$ cat config.mk
export PLATFORM = sky130hd
export DESIGN_NAME = seq_chunk_adder
export DESIGN_NICKNAME = d
export VERILOG_FILES = /design/src/rtl/seq_chunk_adder.sv
export SDC_FILE = /design/constraint.sdc
export NUM_CORES = 1
export LEC_CHECK = 0
export ABC_AREA = 1
export CORE_MARGIN = 4
export CORE_UTILIZATION = 44
export DETAILED_ROUTE_END_ITERATION = 8
export GPL_ROUTABILITY_DRIVEN = 0
export PLACE_DENSITY = 0.71
export SETUP_SLACK_MARGIN = 0.4
export SYNTH_ARGS = -nofsm -noshare
export SYNTH_HDL_FRONTEND = slang
export SYNTH_SLANG_ARGS = --single-unit
$ cat constraint.sdc
create_clock -name clk -period 4.6 [get_ports clk]
set_input_delay 0.92 -clock clk [delete_from_list [all_inputs] [get_ports clk]]
set_output_delay 0.92 -clock clk [all_outputs]
set_load 0.01 [all_outputs]
$ cat src/rtl/seq_chunk_adder.sv
// Purpose : multi-cycle a + b + cin adder, one CHUNK-bit slice per clock with a registered ripple carry.
// Latency : result valid N = WIDTH/CHUNK cycles after acceptance; one operation every N+2 cycles.
// Backpr. : out_valid/sum/cout/ovf hold while out_ready is low; no new operands are taken until the result is popped.
//
// Ports:
//   clk, rst              - clock (rising edge), asynchronous active-high reset
//   in_valid / in_ready   - operand handshake; in_ready is high only in IDLE
//   a, b, cin             - operands, sampled only on the accepting edge
//   out_valid / out_ready - result handshake; out_valid is high only in DONE
//   sum, cout, ovf        - (a+b+cin) mod 2^WIDTH, carry out of the MSB, signed overflow
module seq_chunk_adder #(
  parameter int WIDTH = 32,
  parameter int CHUNK = 8
) (
  input  logic             clk,
  input  logic             rst,
  input  logic             in_valid,
  output logic             in_ready,
  input  logic [WIDTH-1:0] a,
  input  logic [WIDTH-1:0] b,
  input  logic             cin,
  output logic             out_valid,
  input  logic             out_ready,
  output logic [WIDTH-1:0] sum,
  output logic             cout,
  output logic             ovf
);

  localparam int N     = WIDTH / CHUNK;
  localparam int IDX_W = (N > 1) ? $clog2(N) : 1;
  localparam logic [IDX_W-1:0] LAST_IDX = IDX_W'(N - 1);

  typedef enum logic [1:0] {
    IDLE,
    RUN,
    DONE
  } state_t;

  state_t state;
  state_t state_nxt;

  logic [WIDTH-1:0] a_r;
  logic [WIDTH-1:0] b_r;
  logic [WIDTH-1:0] sum_r;
  logic             carry_r;
  logic [IDX_W-1:0] k;
  logic             cout_r;
  logic             ovf_r;

  // Slice datapath: select slice k of both operands by shifting it down to bit 0.
  logic [31:0]      base;
  logic [CHUNK-1:0] a_sl;
  logic [CHUNK-1:0] b_sl;
  logic [CHUNK:0]   sl_sum;
  logic [WIDTH-1:0] slice_mask;
  logic [WIDTH-1:0] sum_ins;
  logic             ovf_last;

  assign base   = 32'(k) * 32'(CHUNK);
  assign a_sl   = CHUNK'(a_r >> base);
  assign b_sl   = CHUNK'(b_r >> base);
  assign sl_sum = {1'b0, a_sl} + {1'b0, b_sl} + {{CHUNK{1'b0}}, carry_r};

  // Merge the new slice into the result register, leaving the other slices untouched.
  assign slice_mask = WIDTH'({CHUNK{1'b1}});
  assign sum_ins    = (sum_r & ~(slice_mask << base))
                    | (WIDTH'(sl_sum[CHUNK-1:0]) << base);

  // On the last slice, sl_sum[CHUNK-1] is the result MSB. Like-signed operands
  // producing an opposite-signed result is signed overflow (cin included).
  assign ovf_last = (a_r[WIDTH-1] == b_r[WIDTH-1]) && (sl_sum[CHUNK-1] != a_r[WIDTH-1]);

  // State register
  always_ff @(posedge clk or posedge rst) begin
    if (rst) begin
      state <= IDLE;
    end else begin
      state <= state_nxt;
    end
  end

  // Next-state logic
  always_comb begin
    state_nxt = state;
    case (state)
      IDLE:    if (in_valid)      state_nxt = RUN;
      RUN:     if (k == LAST_IDX) state_nxt = DONE;
      DONE:    if (out_ready)     state_nxt = IDLE;
      default:                    state_nxt = IDLE;
    endcase
  end

  // Operand capture, slice-by-slice accumulation and flag capture
  always_ff @(posedge clk or posedge rst) begin
    if (rst) begin
      a_r     <= '0;
      b_r     <= '0;
      sum_r   <= '0;
      carry_r <= 1'b0;
      k       <= '0;
      cout_r  <= 1'b0;
      ovf_r   <= 1'b0;
    end else begin
      case (state)
        IDLE: begin
          if (in_valid) begin
            a_r     <= a;
            b_r     <= b;
            carry_r <= cin;
            k       <= '0;
          end
        end
        RUN: begin
          sum_r   <= sum_ins;
          carry_r <= sl_sum[CHUNK];
          k       <= k + IDX_W'(1);
          if (k == LAST_IDX) begin
            cout_r <= sl_sum[CHUNK];
            ovf_r  <= ovf_last;
          end
        end
        default: begin
        end
      endcase
    end
  end

  // Handshake flags decoded from registered state only: no in_valid->in_ready
  // or out_ready->out_valid combinational path.
  assign in_ready  = (state == IDLE);
  assign out_valid = (state == DONE);
  assign sum       = sum_r;
  assign cout      = cout_r;
  assign ovf       = ovf_r;

endmodule

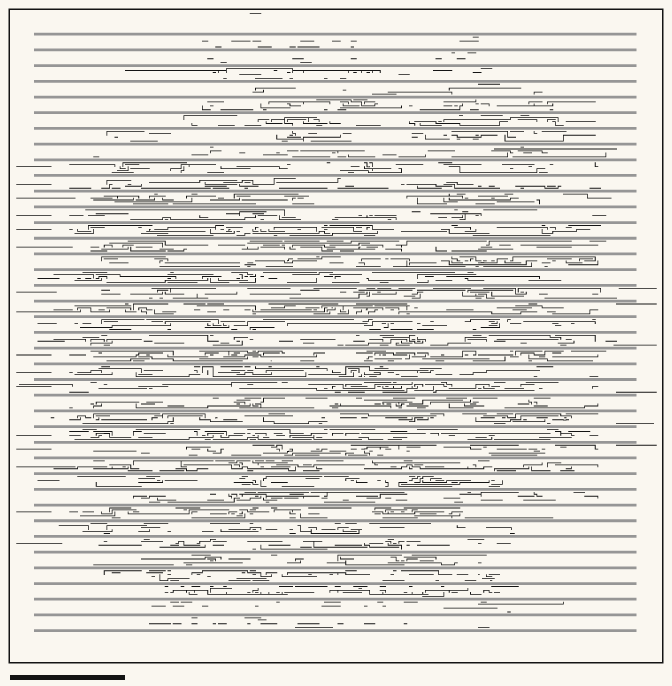
Fig. 1. Signal wires on met1.
Bar = 20 um. Supply wires on this layer in grey.
- wire length on this layer: 5,490 um
- share of all routed wire: 46%
wirelength, routed: 12,000 um
Vias: 4,124
global-route met1 utilization: 26.9%

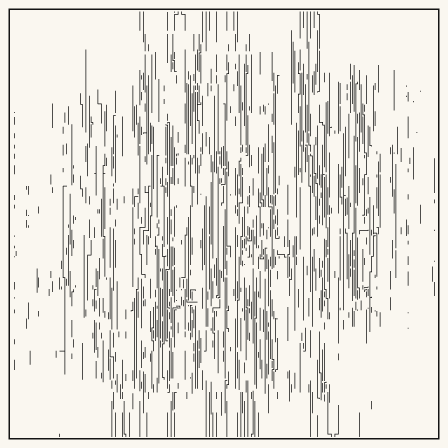
Fig. 2. Metal 2.
- share of all routed wire: 47%
- nets with wire on the layer: 592
- longest straight run: 46.6 um

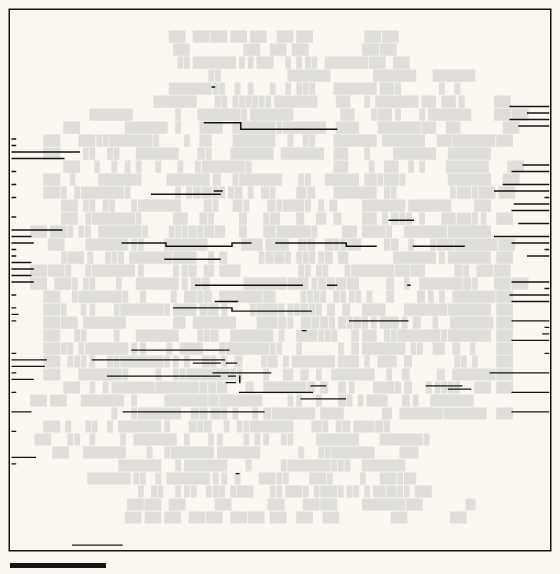
Fig. 3. The metal 3 layer.
Bar = 20 um. Cells faint in the background.
- share of all routed wire: 5.4%
- main direction: horizontal
- nets with wire on the layer: 81
- longest straight run: 29.4 um
- wire length on this layer: 642 um
met3 Resource Use GR: 4.12%

==> results.sh <==
# physical design summary
export IMPL_synth_area_sq_mm=0.00485
export IMPL_setup_ws_ns=1.51
export IMPL_cpMaxStageDelayCell="dfrtp_1"
export IMPL_antenna_found_initial=0
export IMPL_ys_warn_count=0
export IMPL_ys_area_sq_mm=0.00485
export IMPL_yosysSeqAreaShare_pct=53.1
export IMPL_post_route_drc_count=0
export IMPL_swShare_pct=46.9
export IMPL_syn_num_nets=669
export IMPL_power_internal_mw=2.64
export IMPL_setup_tns_ns=0
export IMPL_clock_power_share_pct=10.3
export IMPL_grt_remaining_overflow=0
export IMPL_mostFrequentLayoutCells="nand2_1 (274), clkdlybuf4s50_1 (104), dfrtp_1 (103), o21ai_0 (43), nor2_1 (36)"
export IMPL_slew_violations=0
export IMPL_rsz0062_at_grt="false"
export IMPL_cts_buffers=9
export IMPL_slew_headroom_pct=39.7
export IMPL_dr_pass1_iters=5
export IMPL_worstPathCellList="inv_2 -> o21ai_0 -> o22ai_1 -> fa_1 -> fa_1 -> nand2_1 -> nand2_1 -> nand4_1 -> nand2_1 -> nand2_1 -> nand3_1 -> o21ai_2"
export IMPL_final_setup_viol_count=0
export IMPL_area_growth_pct=26.2
export IMPL_coreArea_sq_mm=0.0108
export IMPL_status="finished clean"
export IMPL_cts_root_buf="clkbuf_8"
export IMPL_clk_latency_ns=0.37
export IMPL_required_ns=4.89
export IMPL_vias_per_cell=5.00
export IMPL_cp_data_arrival_time_ns=3.39
export IMPL_htreeDepth=3
export IMPL_clock_tree_buffer_depth=2
export IMPL_skew_ns=0.0133
export IMPL_die_w_um=113
export IMPL_lay_top_count="nand2_1"
export IMPL_grt_pass1_vias=4259
export IMPL_end_kind="flip-flop"
export IMPL_chip_area_sq_mm=0.0128
export IMPL_hold_violations=0
export IMPL_cap_violations=0
export IMPL_maxClockFrequency_ghz=0.323
export IMPL_dp_hpwl_um=8920
export IMPL_die_height_um=113
export IMPL_wire_per_inst_um=14.6
export IMPL_cts_resized=0
export IMPL_placed_cells_incl_taps=808
export IMPL_dp_slack_ns=1.51
export IMPL_final_cells=824
export IMPL_rows=38
export IMPL_start_kind="flip-flop"
export IMPL_numSynthFlops=103
export IMPL_cts_tree="yes"
export IMPL_p_switching_mw=2.34
export IMPL_grt_usage_pct=19.6
export IMPL_synthCells=587
export IMPL_avgSynthCellArea_sq_um=8.26
export IMPL_post_cts_setup_buffers=0
export IMPL_grt_pass1_wl_um=20300
export IMPL_p_comb_share_pct=56.6
export IMPL_yosysUniqueCellTypes=24
export IMPL_holdWs_ns=0.490
export IMPL_drt_iter0_drc=254
export IMPL_cts_hold_buf=0
export IMPL_path_clk_slew_ns=0.09
export IMPL_ir_drop_mv=0.325
export IMPL_p_per_area_mw_per_mm2=814
export IMPL_critPathKind="reg -> reg"
export IMPL_crit_path_max_incr_delay_ns=0.66
export IMPL_drive_gt1_share_pct=7.75
export IMPL_nets=761
export IMPL_pwr_share_seq_pct=33.1
export IMPL_clock_sinks=103
export IMPL_io_buffers=104
export IMPL_fin_crit_ns=3.09
export IMPL_warnings=29
export IMPL_hold_path_class="reg -> reg"
export IMPL_cpMostUsedCell="nand2_1"
export IMPL_ys_cells=587
export IMPL_cellLeakagePower_nw=3.01
export IMPL_grt_max_degree=68
## critical path: cells and delay by family (launching register included)
kind | cells | cell delay, ns
adders and majority gates | 2 | 0.85
DFF | 1 | 0.66
and+or+nand+nor | 6 | 0.57
buffers and inverters | 1 | 0.41
AOI/OAI and AO/OA | 3 | 0.53
## Yosys cell counts (all sizes together)
master,count,share of area [%]
nand2,275,21
dfrtp,103,53
o21ai,63,8.0
nor2,39,3.5
nand3,21,2.2
inv,18,1.4
buf,16,2.3
o22ai,16,2.1
clkbuf,12,0.95
ha,11,2.8
a21oi,4,0.41
fa,2,0.83
nand4,2,0.26
or2,2,0.26
nand3b,1,0.15
o31ai,1,0.15
xnor2,1,0.18
## final timing paths
| check | from | endpoint | slack [ns] | depth (start not counted) |
|---|---|---|---|---|
| max reg2reg | k[0] | sum[6] | 1.51 | 12 |
| min in group asynchronous | rst | state[1] | 0.91 | 2 |
| min | sum[13] | sum[13] | 0.49 | 2 |
| max | k[0] | sum[6] | 1.51 | 12 |
| min reg2reg | sum[13] | sum[13] | 0.49 | 2 |
| max in group asynchronous | rst | b_r[0] | 2.87 | 3 |
## kinds of logic after synthesis
family	count (synthesis)	share of synthesized area (%)
flops	103	53.1
compound gates	84	10.7
buf+inv	46	4.75
fa+ha+maj	13	3.66
xor+xnor	1	0.181
simple gates	340	27.6
## power groups by stage
stage          sequential (mW)  combinational [mW]  clock [mW]
6_report                  1.65                2.82       0.513
5_1_grt                   1.70                3.21       0.555
4_1_cts                   1.65                2.84       0.518
3_5_place_dp              1.67                2.83           0
3_3_place_gp              1.66                2.74           0
2_1_floorplan             1.61                1.99           0
## area by class of cell
type | count | area [sq um]
flip-flops and latches | 103 | 2580
well taps | 140 | 175
multi-input cells | 438 | 2050
inverters | 18 | 72.6
fillers | 1010 | 4670
repair buffers | 109 | 1080
clock buffers | 10 | 128
clock inverters | 6 | 45.0
## stage by stage
| stage | cell area [sq um] | power, mW | util (%) |
|---|---|---|---|
| after floorplan | 4850 | 3.60 | - |
| after global placement | 5950 | 4.39 | 55.1 |
| after detailed placement | 5950 | 4.50 | 55.1 |
| after CTS | 6120 | 5.01 | 56.7 |
| after global routing | 6120 | 5.47 | 56.7 |
| final | 6120 | 4.99 | 56.7 |
## flip-flops by register name (all words and copies together) (netlist names)
| register | flops |
|---|---|
| b_r | 32 |
| sum | 32 |
| k | 2 |
| state | 2 |
| a_r | 32 |
| ovf | 1 |
| carry_r | 1 |
| cout | 1 |
## per-layer routing
metal	vias up	global-route usage [%]	part of all wire (%)
met5	-	0	0
met4	0	5.77	1.5
met3	15	4.12	5.3
met2	114	31.4	47
met1	1935	26.9	46
li1	2060	-	-
Power is estimated from default activity; no workload was simulated.
